Fig. 1: cell sizes after repair
Drawn at 3 px/um.
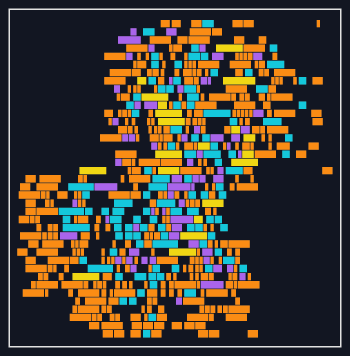
Fig. 2: sequential cells colored by netlist name
Drawn at 3 px/um. Other sequential cells in the stronger gray, the rest of the logic in the fainter gray.
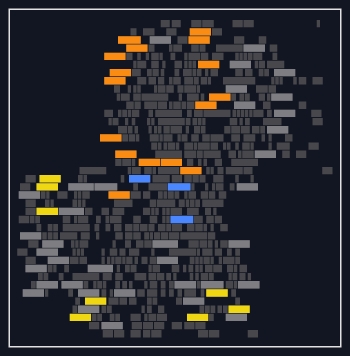
$ cat src/rtl/program_loader.sv
// Host front end for the 8-bit stack processor: loads a length-prefixed image, runs it, dumps a data window.
// Define PROGRAM_LOADER_CHECKSUM_EN to require a trailing mod-256 checksum byte before the run.
module program_loader #(
    parameter int unsigned RUN_CYCLES = 256,
    parameter logic [7:0]  DUMP_BASE  = 8'd128,
    parameter int unsigned DUMP_LEN   = 16
) (
    input  logic       clk,
    input  logic       reset,
    input  logic       start,
    input  logic       in_valid,
    input  logic [7:0] in_data,
    output logic       in_ready,
    output logic       out_valid,
    output logic [7:0] out_data,
    input  logic       out_ready,
    output logic       busy,
    output logic       done,
    output logic       error,
    output logic       proc_resetN,
    output logic       proc_haltN,
    output logic [7:0] proc_write_address,
    output logic [7:0] proc_write_data,
    output logic       proc_memory_write,
    output logic [7:0] proc_read_address,
    input  logic [7:0] proc_read_data
);

    typedef enum logic [2:0] {
        S_IDLE,
        S_CLEAR,
        S_LEN,
        S_LOAD,
`ifdef PROGRAM_LOADER_CHECKSUM_EN
        S_CHK,
`endif
        S_RUN,
        S_DUMP,
        S_DONE
    } state_t;

    localparam logic [15:0] RUN_INIT  = 16'(RUN_CYCLES);
    localparam logic [7:0]  DUMP_LAST = 8'(DUMP_LEN - 1);

    state_t      state_q, state_d;
    logic [7:0]  len_q, len_d;
    logic [7:0]  addr_q, addr_d;
    logic [15:0] cnt_q, cnt_d;
    logic [7:0]  idx_q, idx_d;
    logic [7:0]  rd_addr_q, rd_addr_d;
    logic [7:0]  wr_addr_q, wr_addr_d;
    logic [7:0]  wr_data_q, wr_data_d;
    logic        wr_en_q, wr_en_d;
    logic        halt_n_q, halt_n_d;
    logic        rst_n_q, rst_n_d;
`ifdef PROGRAM_LOADER_CHECKSUM_EN
    logic [7:0]  sum_q, sum_d;
    logic        err_q, err_d;
`endif

    logic in_xfer;
    logic out_xfer;

    always_comb begin
        in_ready = (state_q == S_LEN) || (state_q == S_LOAD);
`ifdef PROGRAM_LOADER_CHECKSUM_EN
        if (state_q == S_CHK) begin
            in_ready = 1'b1;
        end
`endif
    end

    assign out_valid = (state_q == S_DUMP);
    assign out_data  = proc_read_data;
    assign busy      = (state_q != S_IDLE) && (state_q != S_DONE);
    assign done      = (state_q == S_DONE);
    assign in_xfer   = in_valid && in_ready;
    assign out_xfer  = out_valid && out_ready;

    assign proc_resetN        = rst_n_q;
    assign proc_haltN         = halt_n_q;
    assign proc_write_address = wr_addr_q;
    assign proc_write_data    = wr_data_q;
    assign proc_memory_write  = wr_en_q;
    assign proc_read_address  = rd_addr_q;

`ifdef PROGRAM_LOADER_CHECKSUM_EN
    assign error = err_q;
`else
    assign error = 1'b0;
`endif

    always_comb begin
        state_d   = state_q;
        len_d     = len_q;
        addr_d    = addr_q;
        cnt_d     = cnt_q;
        idx_d     = idx_q;
        rd_addr_d = rd_addr_q;
        wr_addr_d = wr_addr_q;
        wr_data_d = wr_data_q;
        wr_en_d   = 1'b0;
        halt_n_d  = 1'b0;
`ifdef PROGRAM_LOADER_CHECKSUM_EN
        sum_d     = sum_q;
        err_d     = err_q;
`endif
        case (state_q)
            S_IDLE, S_DONE: begin
                if (start) begin
                    state_d = S_CLEAR;
`ifdef PROGRAM_LOADER_CHECKSUM_EN
                    err_d   = 1'b0;
`endif
                end
            end
            S_CLEAR: state_d = S_LEN;
            S_LEN: begin
                if (in_xfer) begin
                    len_d  = in_data;
                    addr_d = 8'd0;
`ifdef PROGRAM_LOADER_CHECKSUM_EN
                    sum_d  = in_data;
                    state_d = (in_data == 8'd0) ? S_CHK : S_LOAD;
`else
                    state_d = (in_data == 8'd0) ? S_RUN : S_LOAD;
`endif
                end
            end
            S_LOAD: begin
                if (in_xfer) begin
                    wr_en_d   = 1'b1;
                    wr_addr_d = addr_q;
                    wr_data_d = in_data;
                    addr_d    = addr_q + 8'd1;
`ifdef PROGRAM_LOADER_CHECKSUM_EN
                    sum_d     = sum_q + in_data;
                    if (addr_q + 8'd1 == len_q) state_d = S_CHK;
`else
                    if (addr_q + 8'd1 == len_q) state_d = S_RUN;
`endif
                end
            end
`ifdef PROGRAM_LOADER_CHECKSUM_EN
            S_CHK: begin
                if (in_xfer) begin
                    if (in_data == sum_q) begin
                        state_d = S_RUN;
                    end else begin
                        err_d   = 1'b1;
                        state_d = S_DONE;
                    end
                end
            end
`endif
            // First RUN cycle keeps haltN low so the final direct write lands first.
            S_RUN: begin
                if (cnt_q != 16'd0) begin
                    halt_n_d = 1'b1;
                    cnt_d    = cnt_q - 16'd1;
                end else begin
                    state_d   = S_DUMP;
                    idx_d     = 8'd0;
                    rd_addr_d = DUMP_BASE;
                end
            end
            S_DUMP: begin
                if (out_xfer) begin
                    if (idx_q == DUMP_LAST) begin
                        state_d = S_DONE;
                    end else begin
                        idx_d     = idx_q + 8'd1;
                        rd_addr_d = DUMP_BASE + idx_q + 8'd1;
                    end
                end
            end
            default: state_d = S_IDLE;
        endcase

        if (state_d == S_RUN && state_q != S_RUN) begin
            cnt_d = RUN_INIT;
        end
        rst_n_d = (state_d != S_CLEAR);
    end

    always_ff @(posedge clk) begin
        if (reset) begin
            state_q   <= S_IDLE;
            len_q     <= 8'd0;
            addr_q    <= 8'd0;
            cnt_q     <= 16'd0;
            idx_q     <= 8'd0;
            rd_addr_q <= 8'd0;
            wr_addr_q <= 8'd0;
            wr_data_q <= 8'd0;
            wr_en_q   <= 1'b0;
            halt_n_q  <= 1'b0;
            rst_n_q   <= 1'b1;
`ifdef PROGRAM_LOADER_CHECKSUM_EN
            sum_q     <= 8'd0;
            err_q     <= 1'b0;
`endif
        end else begin
            state_q   <= state_d;
            len_q     <= len_d;
            addr_q    <= addr_d;
            cnt_q     <= cnt_d;
            idx_q     <= idx_d;
            rd_addr_q <= rd_addr_d;
            wr_addr_q <= wr_addr_d;
            wr_data_q <= wr_data_d;
            wr_en_q   <= wr_en_d;
            halt_n_q  <= halt_n_d;
            rst_n_q   <= rst_n_d;
`ifdef PROGRAM_LOADER_CHECKSUM_EN
            sum_q     <= sum_d;
            err_q     <= err_d;
`endif
        end
    end

endmodule

$ cat config.mk
export PLATFORM = sky130hd
export DESIGN_NAME = program_loader
export DESIGN_NICKNAME = d
export VERILOG_FILES = /design/src/rtl/program_loader.sv
export SDC_FILE = /design/constraint.sdc
export NUM_CORES = 1
export LEC_CHECK = 0
export ABC_AREA = 1
export CAP_MARGIN = 25
export CORE_AREA = 2 2 108 110
export DETAILED_ROUTE_END_ITERATION = 10
export DIE_AREA = 0 0 110 112
export GPL_ROUTABILITY_DRIVEN = 0
export SYNTH_ARGS = -nofsm -noshare
export SYNTH_HDL_FRONTEND = slang
export SYNTH_SLANG_ARGS = --single-unit
$ cat constraint.sdc
create_clock -name clk -period 1.9 [get_ports clk]
set_input_delay 0.285 -clock clk [delete_from_list [all_inputs] [get_ports clk]]
set_output_delay 0.285 -clock clk [all_outputs]
set_load 0.02 [all_outputs]
==> run notes <==
The run finished, with violations left. The checks that failed: setup timing. The run gives 340 ps as the source-to-sink clock delay at the later pin of the worst-skew pair. Sorting the Yosys area breakdown by cell type puts at the top sky130_fd_sc_hd__dfxtp_1. The area taken by multi-input logic gates was 1863 um^2; the share of the core filled with cells was 44.03%. The number of I/O pins was 61. Yosys reports the multiplexer fraction of the synthesized area as 0%. The run gives -182.5 ps for the smallest setup slack after layout. STA classifies the critical path startpoint as a register. The number of antenna violations at the first check in global routing is 0, and the largest net degree at the start of global routing is 27.

With the number of global-route vias before repair at 3,050, the number of filler cells placed in the layout is 1,080. The tools report the post-synth net total as 470. TritonRoute output was used to compute an average wire per cell of 13.36 um.

Clock tree synthesis found a total of 63 sinks. For this run, the final setup violation count is recorded as 16. The logs give 4 for the first-pass iteration count of the detailed router and 2310 ps for the arrival time at the worst endpoint. The launch point of the worst min-delay path is recorded as len_q[5]. The DRC violation total after the first TritonRoute iteration was 137. Pins over their slew limit in the final report were tallied at 0.
Notes on Fig. 1 above:
[purple] x2 | cells: 63 | share: 11%
[yellow] x6 and larger | cells: 20 | share: 3.6%
[cyan] x3 and x4 | cells: 103 | share: 18%
[orange] x1 and smaller | cells: 371 | share: 67%

Notes on Fig. 2 above:
[orange] cnt_q | sequential cells: 16
[blue] state_q | sequential cells: 3
[yellow] proc_write_address | sequential cells: 8
not colored: 36

[where the power goes]
group / internal [mW] / total [mW] / leakage [nW] / switching [mW]
clock: 1.03 / 1.70 / 0.147 / 0.672
combinational: 0.169 / 0.374 / 1.42 / 0.205
sequential: 1.35 / 1.37 / 0.514 / 0.0251
[area by class of cell]
class                   count  share of cell area, %
clock buffers               9                  4.578
flip-flops and latches     63                  26.07
inverters                  58                  4.425
well taps                 143                  3.637
repair buffers            122                  21.85
multi-input cells         298                  37.87
clock inverters             7                  1.577
[layout by cell type (no fill, tap or decap), drive strengths merged, types with 15 or more instances in the layout]
cell and n:
nand3 34, inv 62, clkdlybuf4s50 39, nand2 64
nor3 16, dfxtp 63, a21oi 32, nor2 71
buf 78, xor2 15, o21ai 30
[state kept, by name, indices dropped and copies added, names as in the netlist]
| register | count |
|---|---|
| cnt_q | 16 |
| addr_q | 8 |
| idx_q | 8 |
| len_q | 8 |
| proc_write_address | 8 |
| proc_write_data | 8 |
| state_q | 3 |
| proc_haltN | 1 |
| proc_memory_write | 1 |
| proc_read_address | 1 |
| proc_resetN | 1 |
[what timing repair did]
item                       CTS  global route
setup endpoints to repair   23            23
cloned                       0             1
pin swaps                    1            23
resized                     17            67
setup buffers                0             8
[through the flow]
stage / hold WS (ps) / area (um^2)
final: 478.7 / 4920
after global routing: 501.2 / 4920
after CTS: 480.7 / 4587
after detailed placement: 465.7 / 4252
after global placement: 464.1 / 4252
after floorplan: 369.2 / 3274
[logic make-up after synthesis]
kind of cell	count (synthesis)
simple gates	202
buf+inv	85
compound gates	74
flops	63
xor+xnor	18
fa+ha+maj	3
other cells	1
[per-layer routing]
metal	global-route usage [%]	wire, um	vias up
met1	20.34	4196	1490
li1	-	-	1659
met5	0	0	-
met4	5.907	204	0
met2	23.03	4549	63
met3	3.103	402	17
No activity file was given, so power comes from the tool's default toggle rates.
